[config.mk]
export PLATFORM = sky130hd
export DESIGN_NAME = bus_xfer_ctrl
export DESIGN_NICKNAME = d
export VERILOG_FILES = /design/src/rtl/soc_bus_pkg.sv /design/src/rtl/xfer_timeout_cnt.sv /design/src/rtl/bus_xfer_ctrl.sv
export SDC_FILE = /design/constraint.sdc
export NUM_CORES = 1
export LEC_CHECK = 0
export CORE_MARGIN = 5
export CORE_UTILIZATION = 30
export DETAILED_ROUTE_END_ITERATION = 16
export GPL_TIMING_DRIVEN = 0
export PLACE_DENSITY = 0.77
export SYNTH_ARGS = -nofsm -noshare
export SYNTH_HDL_FRONTEND = slang
export SYNTH_SLANG_ARGS = --single-unit
[constraint.sdc]
create_clock -name clk -period 2.7 [get_ports clk]
set_clock_uncertainty 0.2 [all_clocks]
set_input_delay 0.27 -clock clk [delete_from_list [all_inputs] [get_ports clk]]
set_output_delay 0.27 -clock clk [all_outputs]
set_load 0.01 [all_outputs]
[src/rtl/soc_bus_pkg.sv]
// Shared bus definitions: transfer FSM encoding, master IDs and default widths.
package soc_bus_pkg;
  localparam int BUS_ADDR_W = 32;
  localparam int BUS_DATA_W = 32;

  localparam logic MST_CPU = 1'b0;
  localparam logic MST_DMA = 1'b1;

  typedef enum logic [1:0] {
    IDLE = 2'd0,
    BUSY = 2'd1,
    DONE = 2'd2
  } xfer_state_e;
endpackage

[src/rtl/xfer_timeout_cnt.sv]
// Saturating cycle counter with a terminal-count flag; LIMIT = 0 disables the flag.
module xfer_timeout_cnt #(
  parameter int LIMIT = 255
) (
  input  logic clk,
  input  logic rst_n,
  input  logic clr,
  input  logic en,
  output logic expired
);
  localparam int CW = (LIMIT > 0) ? $clog2(LIMIT + 1) : 1;
  localparam logic [CW-1:0] LAST = CW'((LIMIT > 0) ? LIMIT - 1 : 0);

  logic [CW-1:0] cnt;

  always_ff @(posedge clk or negedge rst_n) begin
    if (!rst_n)                cnt <= '0;
    else if (clr)              cnt <= '0;
    else if (en && cnt != '1)  cnt <= cnt + 1'b1;
  end

  // Flag is raised on the last allowed wait cycle so the owner can terminate on that edge.
  assign expired = (LIMIT != 0) && (cnt == LAST);
endmodule

[src/rtl/bus_xfer_ctrl.sv]
// Locks the shared bus to the granted master for one transaction and routes completion back.
module bus_xfer_ctrl
  import soc_bus_pkg::*;
#(
  parameter int ADDR_W         = BUS_ADDR_W,
  parameter int DATA_W         = BUS_DATA_W,
  parameter int TIMEOUT_CYCLES = 255
) (
  input  logic              clk,
  input  logic              rst_n,
  input  logic              gnt_0,
  input  logic              gnt_1,
  input  logic [ADDR_W-1:0] m0_addr,
  input  logic [DATA_W-1:0] m0_wdata,
  input  logic              m0_wr,
  input  logic [ADDR_W-1:0] m1_addr,
  input  logic [DATA_W-1:0] m1_wdata,
  input  logic              m1_wr,
  output logic              m0_ack,
  output logic              m1_ack,
  output logic [DATA_W-1:0] m_rdata,
  output logic              m_err,
  output logic              bus_valid,
  output logic [ADDR_W-1:0] bus_addr,
  output logic [DATA_W-1:0] bus_wdata,
  output logic              bus_wr,
  input  logic [DATA_W-1:0] bus_rdata,
  input  logic              bus_ready,
  output logic              busy,
  output logic              owner
);
  xfer_state_e state;
  logic        expired;

  xfer_timeout_cnt #(.LIMIT(TIMEOUT_CYCLES)) u_tmo (
    .clk     (clk),
    .rst_n   (rst_n),
    .clr     (state == IDLE),
    .en      (state == BUSY && !bus_ready),
    .expired (expired)
  );

  always_ff @(posedge clk or negedge rst_n) begin
    if (!rst_n) begin
      state     <= IDLE;
      m0_ack    <= 1'b0;
      m1_ack    <= 1'b0;
      m_rdata   <= '0;
      m_err     <= 1'b0;
      bus_valid <= 1'b0;
      bus_addr  <= '0;
      bus_wdata <= '0;
      bus_wr    <= 1'b0;
      busy      <= 1'b0;
      owner     <= MST_CPU;
    end else begin
      case (state)
        IDLE: begin
          // Simultaneous grants are an arbiter fault; CPU takes the bus.
          if (gnt_0 || gnt_1) begin
            owner     <= gnt_0 ? MST_CPU : MST_DMA;
            bus_addr  <= gnt_0 ? m0_addr  : m1_addr;
            bus_wdata <= gnt_0 ? m0_wdata : m1_wdata;
            bus_wr    <= gnt_0 ? m0_wr    : m1_wr;
            bus_valid <= 1'b1;
            busy      <= 1'b1;
            state     <= BUSY;
          end
        end
        BUSY: begin
          if (bus_ready || expired) begin
            m_rdata   <= bus_ready ? bus_rdata : '0;
            m_err     <= !bus_ready;
            bus_valid <= 1'b0;
            m0_ack    <= (owner == MST_CPU);
            m1_ack    <= (owner == MST_DMA);
            state     <= DONE;
          end
        end
        DONE: begin
          m0_ack <= 1'b0;
          m1_ack <= 1'b0;
          m_err  <= 1'b0;
          busy   <= 1'b0;
          state  <= IDLE;
        end
        default: begin
          state <= IDLE;
          busy  <= 1'b0;
        end
      endcase
    end
  end
endmodule

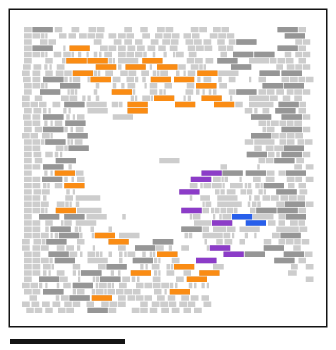
(images/registers.png)
Bar = 50 µm.
| color | signal | placed flops |
|---|---|---|
| blue | state | 2 |
| orange | bus_addr | 32 |
| purple | u_tmo.cnt | 8 |
sequential logic power: 2.90 mW
Util after Layout: 53.3%
sequential standard cell area: 0.00283 mm²
sequential share of cell area: 33.3%

==> flow_metrics.py <==
# Generated from Yosys and OpenROAD reports
metrics = {
    "floorplanning": {
        "die_area_mm2": 0.0190,
        "core-area_mm2": 0.0159,
        "fp.dieH_um": 138,
        "initCoreUtil_pct": 30.7,
    },
    "sta": {
        "rsz0062_at_grt": "false",
        "period_used_pct": 80.7,
    },
    "synthesis": {
        "synthesis.nets": 596,
        "common_cells": "113 x dfrtp_1, 73 x nand2_1, 70 x mux2i_1",
        "mux_share_pct": 14.3,
        "aoi_share_pct": 15.2,
        "ys_types": 34,
        "synth.cell_area_mm2": 0.00490,
        "yosys_warnings": 0,
        "synth-area-yosys_mm2": 0.00490,
        "yosysTopAreaCellShare_pct": 57.8,
        "top_area_cell": "dfrtp_1",
        "synth_seq_share_pct": 57.8,
        "async_flop_share_pct": 100,
    },
    "place": {
        "dp_hpwl_mm": 12.4,
        "io_buffers": 268,
        "place_ws_ns": 0.253,
    },
    "grt": {
        "antenna_found_initial": 0,
        "track_usage_pct": 16.4,
        "grt_max_degree": 60,
        "grt_pass1_vias": 4525,
        "grt-ovfl-total": 0,
    },
    "pwr": {
        "leakagePower_nw": 3.76,
        "peakVddDrop_mv": 0.414,
        "powerDensity_mw_per_mm2": 1040,
        "power_mw": 8.86,
    },
    "hold_path": {
        "min_path_type": "input port to asynchronous set/reset pin",
    },
    "clock_tree": {
        "clock_sinks": 113,
        "path_clk_slew_ns": 0.05,
        "htree_levels": 4,
        "cts_buffer_depth": 2,
    },
    "final_layout": {
        "drive_gt1_share_pct": 7.82,
        "areaGrowthSynthToFinish_pct": 73.6,
        "finalNetCount": 885,
    },
    "route": {
        "finalWirelength_mm": 15.8,
        "postRouteAntennaNets": 0,
    },
    "run_status": {
        "status": "finished, final reports clean",
    },
    "critical_path": {
        "path_cells": "nor2_1 > o21ai_1 > buf_2 > buf_2 > nand2_1 > o21ai_0",
        "start_kind": "register",
        "crit_type": "register to register",
    },
}
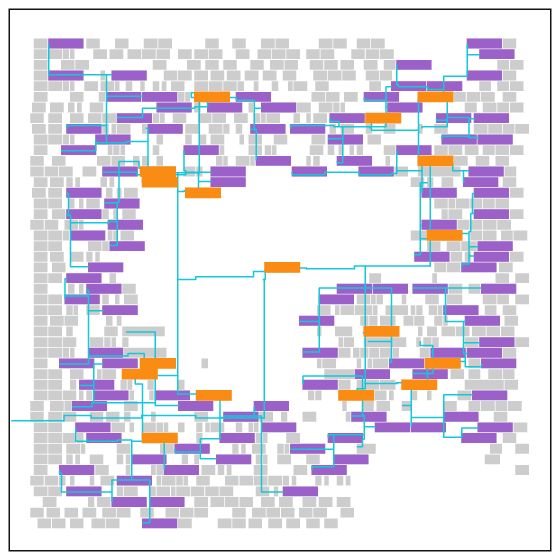
(images/clock_map.png)
[cyan] clock wires | length: 1,570 µm
[purple] flip-flops | count: 113
[orange] cells driving clock nets | count: 17
flops lie: all over the die
routed clock nets: 18
Clock Power Share: 26.1%
worst skew pair latency: 0.40 ns

## per-stage QoR
step	TNS, ns	cell area (µm²)	util, %	instances
after floorplan	0	4900	-	427
after global placement	-368.36	7850	49.2	911
after detailed placement	0	7880	49.4	912
after CTS	0	8500	53.3	945
after global routing	0	8500	53.3	945
final	0	8500	53.3	945
## final timing paths
| path | slack [ns] | cells after the start | from | endpoint |
|---|---|---|---|---|
| hold / removal | 0.20 | 2 | rst_n | state[1] |
| max in group asynchronous | 1.45 | 3 | rst_n | bus_addr[3] |
| hold reg to reg | 0.28 | 2 | bus_addr[2] | bus_addr[2] |
| setup reg to reg | 0.52 | 6 | state[1] | bus_addr[14] |
| min in group clk | 0.27 | 2 | bus_rdata[30] | m_rdata[30] |
| setup / recovery | 0.52 | 6 | state[1] | bus_addr[14] |
## registers in the layout (all words and copies together), names as in the netlist, 2 cells and up
name       flops
bus_addr      32
u_tmo.cnt      8
bus_wdata     32
state          2
m_rdata       32
## worst max-delay path, delay by kind of cell (launching register included)
| family | cells | cell delay [ns] |
|---|---|---|
| buf+inv | 2 | 0.49 |
| flops | 1 | 0.46 |
| simple gates | 2 | 0.42 |
| compound gates | 2 | 0.45 |
## logic make-up (layout without fill, tap and decap cells)
group | after synthesis | after routing
simple gates | 90 | 90
mux | 70 | 70
xor+xnor | 2 | 2
fa+ha+maj | 2 | 2
compound gates | 115 | 115
buf+inv | 35 | 337
flops | 113 | 113
## metal layers
metal / global-route usage, % / vias up / routed length [µm]
met5: 0 / - / 0
met1: 18.2 / 2025 / 5900
met2: 27.5 / 196 / 7770
met4: 5.76 / 0 / 246
li1: - / 2108 / -
met3: 7.67 / 21 / 1870
## where the power goes
| part | switching, mW | internal (mW) |
|---|---|---|
| Sequential | 0.441 | 2.46 |
| Clock | 0.757 | 1.56 |
| Combinational | 1.63 | 2.01 |
## layout make-up
type	instances	area, µm²	area share, %
plain buffers	29	151	1.78
clock buffers	21	450	5.30
clock inverters	11	161	1.90
inverters	6	22.5	0.265
multi-input cells	279	1890	22.3
flip-flops and latches	113	2830	33.3
well taps	216	270	3.18
repair buffers	270	2720	32.0
## repair_timing
item,in CTS,in global routing
endpoints found under the hold margin,54,0
hold buffers,1,0
gates resized,0,0
## cell usage in the layout, fill, tap and decap left out, types with 2 or more instances in the layout
cell type        count
and2b_1              2
o21ai_1              3
ha_1                 2
xnor2_1              2
dfrtp_1            113
clkdlybuf4s50_1    267
buf_6                4
nor2_1               3
a21oi_1              2
and4_4               2
buf_2               16
o211ai_1             2
mux2i_1             70
clkbuf_1            13
nand4b_1             2
a22o_1              32
o21ai_0             68
clkinv_2             5
inv_1                6
nand2_1             73
clkbuf_16           17
bufinv_16            4
No activity file was given, so power comes from the tool's default toggle rates.
